**Run 1: signal wires by layer**

Scale bar: 20 um. Only two layers are drawn.
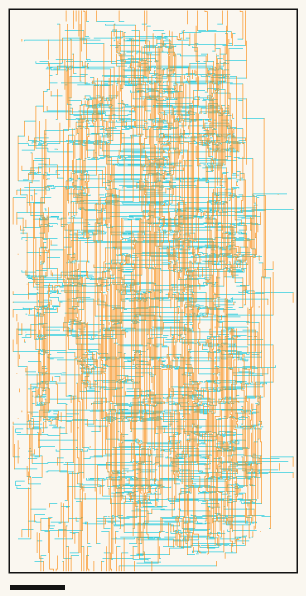
**Run 1: floorplan with the power grid**

Scale bar: 20 um. Pins as bars on the die edge.
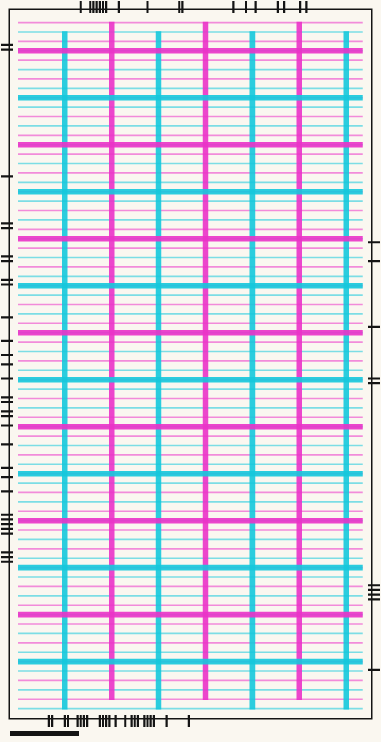
**Run 1: signal wires on met2**

Scale bar: 20 um.
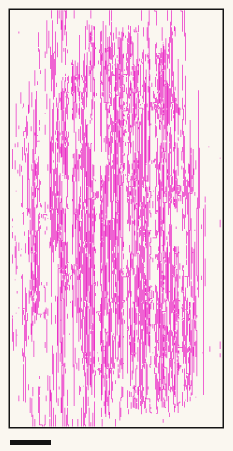
**Run 1: M3 wires**

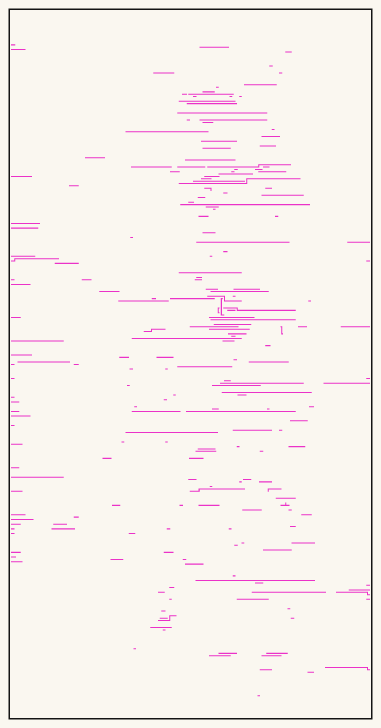
File: src/rtl/decode_sequencer.sv
// Multi-cycle decode/ALU sequencer feeding a registered-read register file; `DECODE_SEQ_R0_ZERO_EN hardwires r0 to zero.
// Latency: handshake -> READ -> EXEC -> WB, write commits 3 edges after accept (rd=0 skips WB when r0 is hardwired).
// Backpressure: instr_ready is high only in IDLE; NOP/illegal retire in one cycle, HALT holds ready low until reset.
module decode_sequencer (
    input  logic        clock,
    input  logic        reset_n,
    input  logic [15:0] instr,
    input  logic        instr_valid,
    output logic        instr_ready,
    output logic [2:0]  rs_addr,
    output logic [2:0]  rt_addr,
    output logic [2:0]  rd_addr,
    output logic        rf_write,
    output logic [15:0] rf_wdata,
    input  logic [15:0] rs_data,
    input  logic [15:0] rt_data,
    output logic        zero,
    output logic        carry,
    output logic        illegal,
    output logic        halted
);

    typedef enum logic [2:0] {
        S_IDLE,
        S_READ,
        S_EXEC,
        S_WB,
        S_HALT
    } state_t;

    state_t      r_state;
    logic [3:0]  r_op;
    logic [15:0] r_imm;

    logic        w_hs;
    logic [3:0]  w_op;
    logic [15:0] w_a;
    logic [15:0] w_b;
    logic [16:0] w_ext;
    logic [15:0] w_result;
    logic        w_cy_upd;

    assign w_hs = instr_valid && instr_ready;
    assign w_op = instr[15:12];

    always_comb begin
        w_a = rs_data;
        w_b = rt_data;
`ifdef DECODE_SEQ_R0_ZERO_EN
        if (rs_addr == 3'd0) w_a = 16'd0;
        if (rt_addr == 3'd0) w_b = 16'd0;
`endif
    end

    // 17-bit sum/difference so bit 16 is carry for add and borrow for subtract
    always_comb begin
        w_ext    = 17'd0;
        w_result = 16'd0;
        w_cy_upd = 1'b0;
        case (r_op)
            4'd1: begin
                w_ext    = {1'b0, w_a} + {1'b0, w_b};
                w_result = w_ext[15:0];
                w_cy_upd = 1'b1;
            end
            4'd2: begin
                w_ext    = {1'b0, w_a} - {1'b0, w_b};
                w_result = w_ext[15:0];
                w_cy_upd = 1'b1;
            end
            4'd3: w_result = w_a & w_b;
            4'd4: w_result = w_a | w_b;
            4'd5: w_result = w_a ^ w_b;
            4'd6: w_result = w_a << w_b[3:0];
            4'd7: w_result = w_a >> w_b[3:0];
            4'd8: begin
                w_ext    = {1'b0, w_a} + {1'b0, r_imm};
                w_result = w_ext[15:0];
                w_cy_upd = 1'b1;
            end
            4'd9: w_result = r_imm;
            default: w_result = 16'd0;
        endcase
    end

    always_ff @(posedge clock or negedge reset_n) begin
        if (!reset_n) begin
            r_state     <= S_IDLE;
            r_op        <= 4'd0;
            r_imm       <= 16'd0;
            instr_ready <= 1'b1;
            rs_addr     <= 3'd0;
            rt_addr     <= 3'd0;
            rd_addr     <= 3'd0;
            rf_write    <= 1'b0;
            rf_wdata    <= 16'd0;
            zero        <= 1'b0;
            carry       <= 1'b0;
            illegal     <= 1'b0;
            halted      <= 1'b0;
        end else begin
            case (r_state)
                S_IDLE: begin
                    if (w_hs) begin
                        if (w_op == 4'd15) begin
                            r_state     <= S_HALT;
                            instr_ready <= 1'b0;
                            halted      <= 1'b1;
                        end else if (w_op >= 4'd10) begin
                            illegal <= 1'b1;
                        end else if (w_op != 4'd0) begin
                            r_op        <= w_op;
                            rd_addr     <= instr[11:9];
                            rs_addr     <= instr[8:6];
                            rt_addr     <= instr[5:3];
                            r_imm       <= {{10{instr[5]}}, instr[5:0]};
                            instr_ready <= 1'b0;
                            r_state     <= S_READ;
                        end
                    end
                end
                S_READ: r_state <= S_EXEC;
                S_EXEC: begin
                    zero <= (w_result == 16'd0);
                    if (w_cy_upd) carry <= w_ext[16];
`ifdef DECODE_SEQ_R0_ZERO_EN
                    if (rd_addr == 3'd0) begin
                        instr_ready <= 1'b1;
                        r_state     <= S_IDLE;
                    end else begin
                        rf_wdata <= w_result;
                        rf_write <= 1'b1;
                        r_state  <= S_WB;
                    end
`else
                    rf_wdata <= w_result;
                    rf_write <= 1'b1;
                    r_state  <= S_WB;
`endif
                end
                S_WB: begin
                    rf_write    <= 1'b0;
                    instr_ready <= 1'b1;
                    r_state     <= S_IDLE;
                end
                S_HALT: begin
                    instr_ready <= 1'b0;
                    halted      <= 1'b1;
                end
                default: r_state <= S_IDLE;
            endcase
        end
    end

endmodule

File: config.mk
export PLATFORM = sky130hd
export DESIGN_NAME = decode_sequencer
export DESIGN_NICKNAME = d
export VERILOG_FILES = /design/src/rtl/decode_sequencer.sv
export SDC_FILE = /design/constraint.sdc
export NUM_CORES = 1
export LEC_CHECK = 0
export CAP_MARGIN = 5
export CORE_ASPECT_RATIO = 2
export CORE_MARGIN = 2
export CORE_UTILIZATION = 35
export CTS_CLUSTER_SIZE = 8
export DETAILED_ROUTE_END_ITERATION = 8
export PLACE_DENSITY_LB_ADDON = 0.15
export SYNTH_ARGS = -nofsm -noshare
export SYNTH_HDL_FRONTEND = slang
export SYNTH_SLANG_ARGS = --single-unit
File: constraint.sdc
create_clock -name clock -period 4.95 [get_ports clock]
set_clock_uncertainty 0.05 [all_clocks]
set_input_delay 0.99 -clock clock [delete_from_list [all_inputs] [get_ports clock]]
set_output_delay 0.99 -clock clock [all_outputs]
set_load 0.02 [all_outputs]
==> metrics.yaml, run 1 <==
placed_design:
  dp_hpwl_um: 24800
  place_congestion: 1.03
setup_path:
  cp.buffers_inverters: 4
  cp.required_ps: 5110
  crit_arrival_ps: 4520
  crit_type: "input pin to register"
cells_and_area:
  syn_to_final_growth_pct: 18.6
  regArea_mm2: 0.00103
  clkCellAreaFrac_pct: 1.66
  sh_seq_area_pct: 12.3
  largest_reg_flops: 16
  final_cell_mix: "nor2_1 (79), clkdlybuf4s50_1 (78), nand2_1 (69)"
  lay_top_count: "nor2_1"
  nClkBuffers: 6
  reg.largest.list: "rf_wdata: 16 flops, r_op: 4 flops"
global_routing:
  grt.met2_usage_pct: 51.4
  gr-max-usage-layer: "met2"
clocking:
  cts_setup_buffers: 0
  clk_path_buf_depth: 2
  cts_sinks: 41
  ctsResizeCount: 0
  insertion_delay_ps: 290
floorplan:
  fp.dieArea_mm2: 0.0214
  initCoreUtil_pct: 35.6
sta:
  hold_slack_ps: 416
synthesis:
  xor_area_share_pct: 2.73
  avgSynthCellArea_um2: 8.23
  ys_types: 99
  synth_simple_gate_area_share_pct: 22.4
  ys_cells: 858
detailed_routing:
  wl_met3_um: 1320
min_path:
  hp-class: "register to register"
power:
  p_leak_nw: 3.49
  combPwrFrac_pct: 73.1
outcome:
  status: "complete, no violations"
-- 'signal wires by layer' (at the start) --
Key: metal 2 = orange [wire length 15500 um]; metal 1 = cyan [wire length 10700 um]
Routed WL: 30500 um
drt wl/cell: 25.3 um

-- 'floorplan with the power grid' (at the start) --
Key: VDD = magenta; VSS = cyan
14 straps on met5. 74 met1 rails follow the rows. 7 straps on met4. The core has 73 rows. 82 signal pins sit on the boundary.
Die X: 104 um
height of the die: 205 um
maximum VDD drop: 0.000363 V

-- 'signal wires on met2' (at the start) --
The wires run mostly vertical. 888 nets have wire on it. The layer holds 51% of the routed length.

-- 'M3 wires' (at the start) --
The layer holds 4.3% of the routed length. The wires run mostly horizontal. The layer carries 1320 um of wire.
met3 usage: 2.16%
vias: 7380

## Run 2: what changed since run 1
Settings changed: SLEW_MARGIN from default to 20.
==> metrics.yaml, run 2 <==
power:
  p_leak_nw: 3.49
  combPwrFrac_pct: 73.1
placed_design:
  place_congestion: 1.03
  dp_hpwl_um: 24800
detailed_routing:
  wl_met2_um: 15500
  wl_met3_um: 1320
  wirelength_um: 30500
  detail_route.wl_per_cell_um: 25.3
  vias: 7380
cells_and_area:
  nClkBuffers: 6
  final_cell_mix: "nor2_1 (79), clkdlybuf4s50_1 (78), nand2_1 (69)"
  reg.largest.list: "rf_wdata: 16 flops, r_op: 4 flops"
  largest_class: "multi-input combinational cells"
  syn_to_final_growth_pct: 18.6
  largest_reg_flops: 16
  fin_util_pct: 42.3
  regArea_mm2: 0.00103
min_path:
  hp-class: "register to register"
floorplan:
  die_w_um: 104
  initCoreUtil_pct: 35.6
sta:
  setup_ws_ps: 591
outcome:
  status: "complete, no violations"
setup_path:
  crit_arrival_ps: 4520
  cp.buffers_inverters: 4
  cp.required_ps: 5110
  crit_type: "input pin to register"
synthesis:
  avgSynthCellArea_um2: 8.23
  ys_types: 99
  ys_cells: 858
  synth_simple_gate_area_share_pct: 22.4
  xor_area_share_pct: 2.73
clocking:
  ctsResizeCount: 0
  cts_setup_buffers: 0
  insertion_delay_ps: 290
  cts_hold_buffers: 0
  cts_sinks: 41
  clk_path_buf_depth: 2
global_routing:
  use_met3_pct: 2.16
  gr-max-usage-layer: "met2"
  grt_pass1_wl_um: 46400
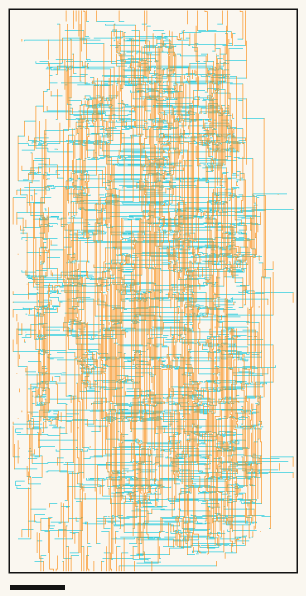
**Above:** run 2 (signal wires by layer).
Scale bar: 20 um. Only two layers are drawn.
Key: metal 2 = orange [wire length 15500 um]; metal 1 = cyan [wire length 10700 um]

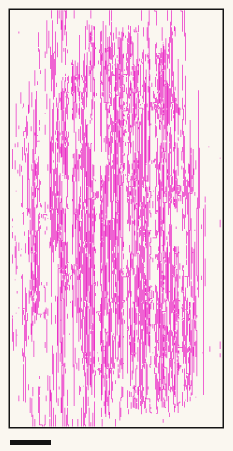
**Above:** run 2 (signal wires on met2).
Scale bar: 20 um.
888 nets have wire on it. The layer carries 15500 um of wire. The longest straight run is 102 um. The wires run mostly vertical. The layer holds 51% of the routed length.
met2 layer usage reported by global route: 51.4%

Power is estimated from default activity; no workload was simulated.
